### config.mk
export PLATFORM = sky130hd
export DESIGN_NAME = mcu_quant_sequencer_flat
export DESIGN_NICKNAME = d
export VERILOG_FILES = /design/src/rtl/mcu_quant_sequencer_if.sv /design/src/rtl/mcu_quant_sequencer.sv /design/src/flat_wrapper.sv
export SDC_FILE = /design/constraint.sdc
export NUM_CORES = 1
export LEC_CHECK = 0
export CAP_MARGIN = 0
export CORE_ASPECT_RATIO = 1.4
export CORE_MARGIN = 2
export CORE_UTILIZATION = 50
export CTS_CLUSTER_SIZE = 16
export DETAILED_ROUTE_END_ITERATION = 8
export GPL_TIMING_DRIVEN = 0
export PLACE_DENSITY = 0.84
export SYNTH_ARGS = -nofsm -noshare
export SYNTH_HDL_FRONTEND = slang
export SYNTH_SLANG_ARGS = --single-unit
### constraint.sdc
create_clock -name clk -period 2.8 [get_ports clk]
set_input_delay 0.42 -clock clk [delete_from_list [all_inputs] [get_ports clk]]
set_output_delay 0.42 -clock clk [all_outputs]
set_load 0.005 [all_outputs]
### src/rtl/mcu_quant_sequencer_if.sv
// Quantizer / entropy-stage handshake bundle for the MCU sequencer.
// master = sequencer side, slave = quantizer and entropy coder side.
interface mcu_quant_sequencer_if;
   logic       quant_start;
   logic [1:0] quant_table_select;
   logic       quant_busy;
   logic       quant_done;
   logic       blk_valid;
   logic       blk_ready;
   logic [1:0] blk_comp;
   logic       blk_last;

   modport master (
      output quant_start, quant_table_select,
      output blk_valid, blk_comp, blk_last,
      input  quant_busy, quant_done, blk_ready
   );

   modport slave (
      input  quant_start, quant_table_select,
      input  blk_valid, blk_comp, blk_last,
      output quant_busy, quant_done, blk_ready
   );
endinterface

### src/rtl/mcu_quant_sequencer.sv
// Steps the shared quantizer through 4:2:0 MCUs (Y0..Yn-1, Cb, Cr)
// and hands each block's component tag to the entropy stage.
module mcu_quant_sequencer #(
   parameter int Y_BLOCKS = 4,
   parameter int MCU_W    = 16,
   parameter int TIMEOUT  = 1023
) (
   input  logic             clk,
   input  logic             rst_n,
   input  logic             enable,
   input  logic             abort,
   input  logic             frame_start,
   input  logic [MCU_W-1:0] mcus_per_frame,
   mcu_quant_sequencer_if.master bus,
   output logic [MCU_W-1:0] mcu_count,
   output logic             busy,
   output logic             frame_done,
   output logic             timeout_err
);

   localparam int IW = 5;
   localparam int TW = $clog2(TIMEOUT + 1);
   localparam logic [IW-1:0] IDX_CB = IW'(Y_BLOCKS);
   localparam logic [IW-1:0] IDX_CR = IW'(Y_BLOCKS + 1);
   localparam logic [TW-1:0] TMAX   = TW'(TIMEOUT - 1);

   typedef enum logic [2:0] {
      IDLE, ISSUE, WAIT_DONE, DELIVER, FRAME_END, ERROR
   } state_t;

   state_t           state, state_n;
   logic [IW-1:0]    blk_idx, idx_n;
   logic [MCU_W-1:0] cnt_n, mcu_lat, lat_n;
   logic [TW-1:0]    timer, tmr_n;
   logic             start_q, start_n;
   logic             err_n;
   logic             zero_done, zdone_n;
   logic [1:0]       comp;

   // Component of the current block from its position inside the MCU
   always_comb begin
      comp = 2'd0;
      unique case (1'b1)
         (blk_idx == IDX_CR): comp = 2'd2;
         (blk_idx == IDX_CB): comp = 2'd1;
         default:             comp = 2'd0;
      endcase
   end

   // Next state and next datapath values; abort overrides everything
   always_comb begin
      state_n = state;
      idx_n   = blk_idx;
      cnt_n   = mcu_count;
      lat_n   = mcu_lat;
      tmr_n   = timer;
      start_n = 1'b0;
      err_n   = timeout_err;
      zdone_n = 1'b0;
      if (abort) begin
         state_n = IDLE;
      end else begin
         case (state)
            IDLE: begin
               if (frame_start) begin
                  if (mcus_per_frame != '0) begin
                     lat_n   = mcus_per_frame;
                     cnt_n   = '0;
                     idx_n   = '0;
                     err_n   = 1'b0;
                     state_n = ISSUE;
                  end else begin
                     zdone_n = 1'b1;
                  end
               end
            end
            ISSUE: begin
               if (enable && !bus.quant_busy) begin
                  start_n = 1'b1;
                  tmr_n   = '0;
                  state_n = WAIT_DONE;
               end
            end
            WAIT_DONE: begin
               if (bus.quant_done && !start_q) begin
                  state_n = DELIVER;
               end else if (timer == TMAX) begin
                  err_n   = 1'b1;
                  state_n = ERROR;
               end else begin
                  tmr_n = timer + 1'b1;
               end
            end
            DELIVER: begin
               if (bus.blk_ready) begin
                  if (blk_idx == IDX_CR) begin
                     idx_n   = '0;
                     cnt_n   = mcu_count + 1'b1;
                     state_n = (cnt_n == mcu_lat) ? FRAME_END : ISSUE;
                  end else begin
                     idx_n   = blk_idx + 1'b1;
                     state_n = ISSUE;
                  end
               end
            end
            FRAME_END: state_n = IDLE;
            ERROR:     err_n   = 1'b1;
            default:   state_n = IDLE;
         endcase
      end
   end

   // State register
   always_ff @(posedge clk or negedge rst_n) begin
      if (!rst_n) state <= IDLE;
      else        state <= state_n;
   end

   // Block index, MCU counters, timer and pulse/flag registers
   always_ff @(posedge clk or negedge rst_n) begin
      if (!rst_n) begin
         blk_idx     <= '0;
         mcu_count   <= '0;
         mcu_lat     <= '0;
         timer       <= '0;
         start_q     <= 1'b0;
         timeout_err <= 1'b0;
         zero_done   <= 1'b0;
      end else begin
         blk_idx     <= idx_n;
         mcu_count   <= cnt_n;
         mcu_lat     <= lat_n;
         timer       <= tmr_n;
         start_q     <= start_n;
         timeout_err <= err_n;
         zero_done   <= zdone_n;
      end
   end

   assign busy       = (state != IDLE);
   assign frame_done = (state == FRAME_END) | zero_done;

   assign bus.quant_start        = start_q;
   assign bus.quant_table_select =
      (state == ISSUE || state == WAIT_DONE) ? comp : 2'd0;
   assign bus.blk_valid = (state == DELIVER);
   assign bus.blk_comp  = (state == DELIVER) ? comp : 2'd0;
   assign bus.blk_last  = (state == DELIVER) &&
                          (blk_idx == IDX_CR) &&
                          (mcu_count == mcu_lat - 1'b1);

endmodule
### src/flat_wrapper.sv
// flat-port wrapper written by rule: the top's interface ports become plain ports
module mcu_quant_sequencer_flat 
#(
   parameter int Y_BLOCKS = 4,
   parameter int MCU_W    = 16,
   parameter int TIMEOUT  = 1023
)
  (clk, rst_n, enable, abort, frame_start, mcus_per_frame, mcu_count, busy, frame_done, timeout_err, bus_quant_start, bus_quant_table_select, bus_blk_valid, bus_blk_comp, bus_blk_last, bus_quant_busy, bus_quant_done, bus_blk_ready);
  mcu_quant_sequencer_if bus_i ();
  input  logic clk;
  input  logic rst_n;
  input  logic enable;
  input  logic abort;
  input  logic frame_start;
  input  logic [MCU_W-1:0] mcus_per_frame;
  output logic [MCU_W-1:0] mcu_count;
  output logic busy;
  output logic frame_done;
  output logic timeout_err;
  output wire logic [$bits(bus_i.quant_start)-1:0] bus_quant_start;
  output wire logic [$bits(bus_i.quant_table_select)-1:0] bus_quant_table_select;
  output wire logic [$bits(bus_i.blk_valid)-1:0] bus_blk_valid;
  output wire logic [$bits(bus_i.blk_comp)-1:0] bus_blk_comp;
  output wire logic [$bits(bus_i.blk_last)-1:0] bus_blk_last;
  input wire logic [$bits(bus_i.quant_busy)-1:0] bus_quant_busy;
  input wire logic [$bits(bus_i.quant_done)-1:0] bus_quant_done;
  input wire logic [$bits(bus_i.blk_ready)-1:0] bus_blk_ready;
  assign bus_quant_start = bus_i.quant_start;
  assign bus_quant_table_select = bus_i.quant_table_select;
  assign bus_blk_valid = bus_i.blk_valid;
  assign bus_blk_comp = bus_i.blk_comp;
  assign bus_blk_last = bus_i.blk_last;
  assign bus_i.quant_busy = bus_quant_busy;
  assign bus_i.quant_done = bus_quant_done;
  assign bus_i.blk_ready = bus_blk_ready;
  mcu_quant_sequencer #(.Y_BLOCKS(Y_BLOCKS), .MCU_W(MCU_W), .TIMEOUT(TIMEOUT)) u_core (.clk(clk), .rst_n(rst_n), .enable(enable), .abort(abort), .frame_start(frame_start), .mcus_per_frame(mcus_per_frame), .bus(bus_i), .mcu_count(mcu_count), .busy(busy), .frame_done(frame_done), .timeout_err(timeout_err));
endmodule
==> images/pinout.png <==
Drawn at 4 px/um. Pins as bars across the die edge, other pins in gray.
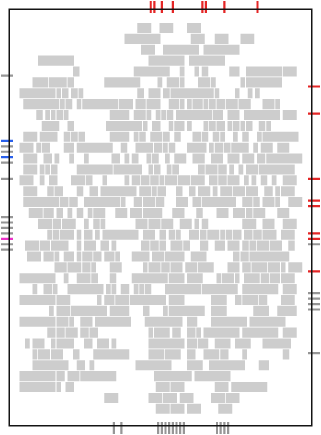
color	port	pins	direction	edge
red	`mcu_count`	16	output	8 north, 8 east
blue	`bus_blk_comp`	2	output	west
magenta	`timeout_err`	1	output	west
all pins by edge	14 west, 14 east, 14 south, 8 north

==> images/closeup.png <==
Window x 25 to 50, y 19 to 44 um. Cells in gray, sequential cells in the stronger gray; small squares are vias.
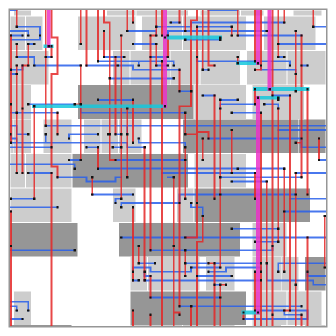
color	layer
magenta	M4
red	M2
cyan	M3
blue	M1
netlist names of flops here include	`u_core.mcu_lat` (6), `u_core.timer` (1)
cells with their middle in the window	41
most frequent	dfrtp_1 (6), mux2_2 (3), buf_4 (3)
sequential cells in the window	7

==> impl_metrics.json <==
{
  "synth_cell_types": 54,
  "fin_ws_ns": -0.706,
  "synth_top_area_share_pct": 37.3,
  "insertion_delay_ns": 0.31,
  "yosys_area_um2": 3560,
  "design_area_um2": 4340,
  "violations": "negative setup slack",
  "status": "complete, but fails checks",
  "rsz0062_at_grt": "true",
  "drtIter0Drc": 183,
  "drt-met1-wl_um": 3490,
  "path_buffers": 1,
  "post-place-ws_ns": -0.815,
  "syn_inst": 402,
  "top_cells_by_area": "dfrtp_1 (37%), xor2_1 (6.9%), xnor2_1 (5.4%)",
  "n_fill_cell": 649,
  "clock.fmax_mhz": 285,
  "postSynthAreaPerCell_um2": 8.85,
  "cts_root_buf": "clkbuf_8",
  "drv_slew": 0,
  "drc": 0,
  "die_w_um": 75.3,
  "startpoint": "u_core.mcu_lat[5]$_DFFE_PN0P_",
  "ys.flop_type": "dfrtp_1",
  "syn-cell-area_um2": 3560,
  "grt.met2_usage_pct": 41.9,
  "final_util_pct": 62.6,
  "place_inst": 546,
  "setup_viol": 1,
  "first_global_vias": 3235,
  "grt_busiest_layer": "met2",
  "cp.depth": 8,
  "reg2reg_from": "u_core.mcu_count[2]$_DFFE_PN0P_",
  "timing.final.crit_share_pct": 125,
  "final_cell_mix": "dfrtp_1 (51), clkdlybuf4s50_1 (46), nand2_1 (37)",
  "cp_slowest_cell": "or4_4",
  "postCtsHoldBufs": 0,
  "io_buffers": 48,
  "clock_skew_ns": 0.00498,
  "yosysTopAreaCell": "dfrtp_1",
  "totalPowerFinal_mw": 2.16,
  "final_common_cell": "dfrtp_1"
}
[registers in the layout, indices dropped and copies added, names as in the netlist]
register and flops:
u_core.blk_idx 5, u_core.bus.quant_start 1, u_core.mcu_count 16, u_core.mcu_lat 16, u_core.state 3, u_core.timeout_err 1
u_core.timer 10, u_core.zero_done 1
[cells by family (layout without fill, tap and decap cells)]
logic type / count (synthesis) / after routing / synth area share, %
AOI/OAI and AO/OA: 62 / 62 / 11.3
xor gates and xnor gates: 50 / 50 / 12.3
adders and majority gates: 7 / 7 / 2.46
buffers and inverters: 34 / 92 / 4.08
DFF: 53 / 53 / 37.3
muxes: 18 / 18 / 5.59
and+or+nand+nor: 178 / 178 / 27.0
[synth_stat cells, types with 2 or more instances]
library cell and count:
and4_1 2, nor4_1 9, o31ai_1 5, nand3b_1 3
o21ai_0 22, nor2_1 36, a211oi_1 2, and3_1 8
inv_1 12, xnor2_1 22, or4_4 2, nor3b_1 3
nand3_1 18, buf_4 2, mux2i_1 3, nand2_1 37
mux2_2 15, ha_1 7, dfrtp_1 53, xor2_1 28
a21o_1 2, nor3_1 14, o211ai_1 2, nor2b_1 7
o22ai_1 2, clkbuf_1 18, nand4_1 15, nand2b_1 9
or3_1 4, nand4b_1 4, a31oi_1 3, a21oi_1 11
[report_power, final]
group	switching, mW	total (mW)	internal [mW]	leakage (nW)
clock network	0.253	0.545	0.292	0.0585
registers	0.115	0.966	0.851	0.698
logic	0.335	0.653	0.318	0.946
[area by class of cell]
type,instances,area (um^2),share of cell area (%)
plain buffers,20,92.6,2.13
clock buffers,7,86.3,1.99
clock inverters,1,30.0,0.692
inverters,12,45.0,1.04
multi-input cells,315,2130,49.0
flip-flops and latches,53,1330,30.6
well taps,95,119,2.74
repair buffers,52,513,11.8
Power is estimated from default activity; no workload was simulated.
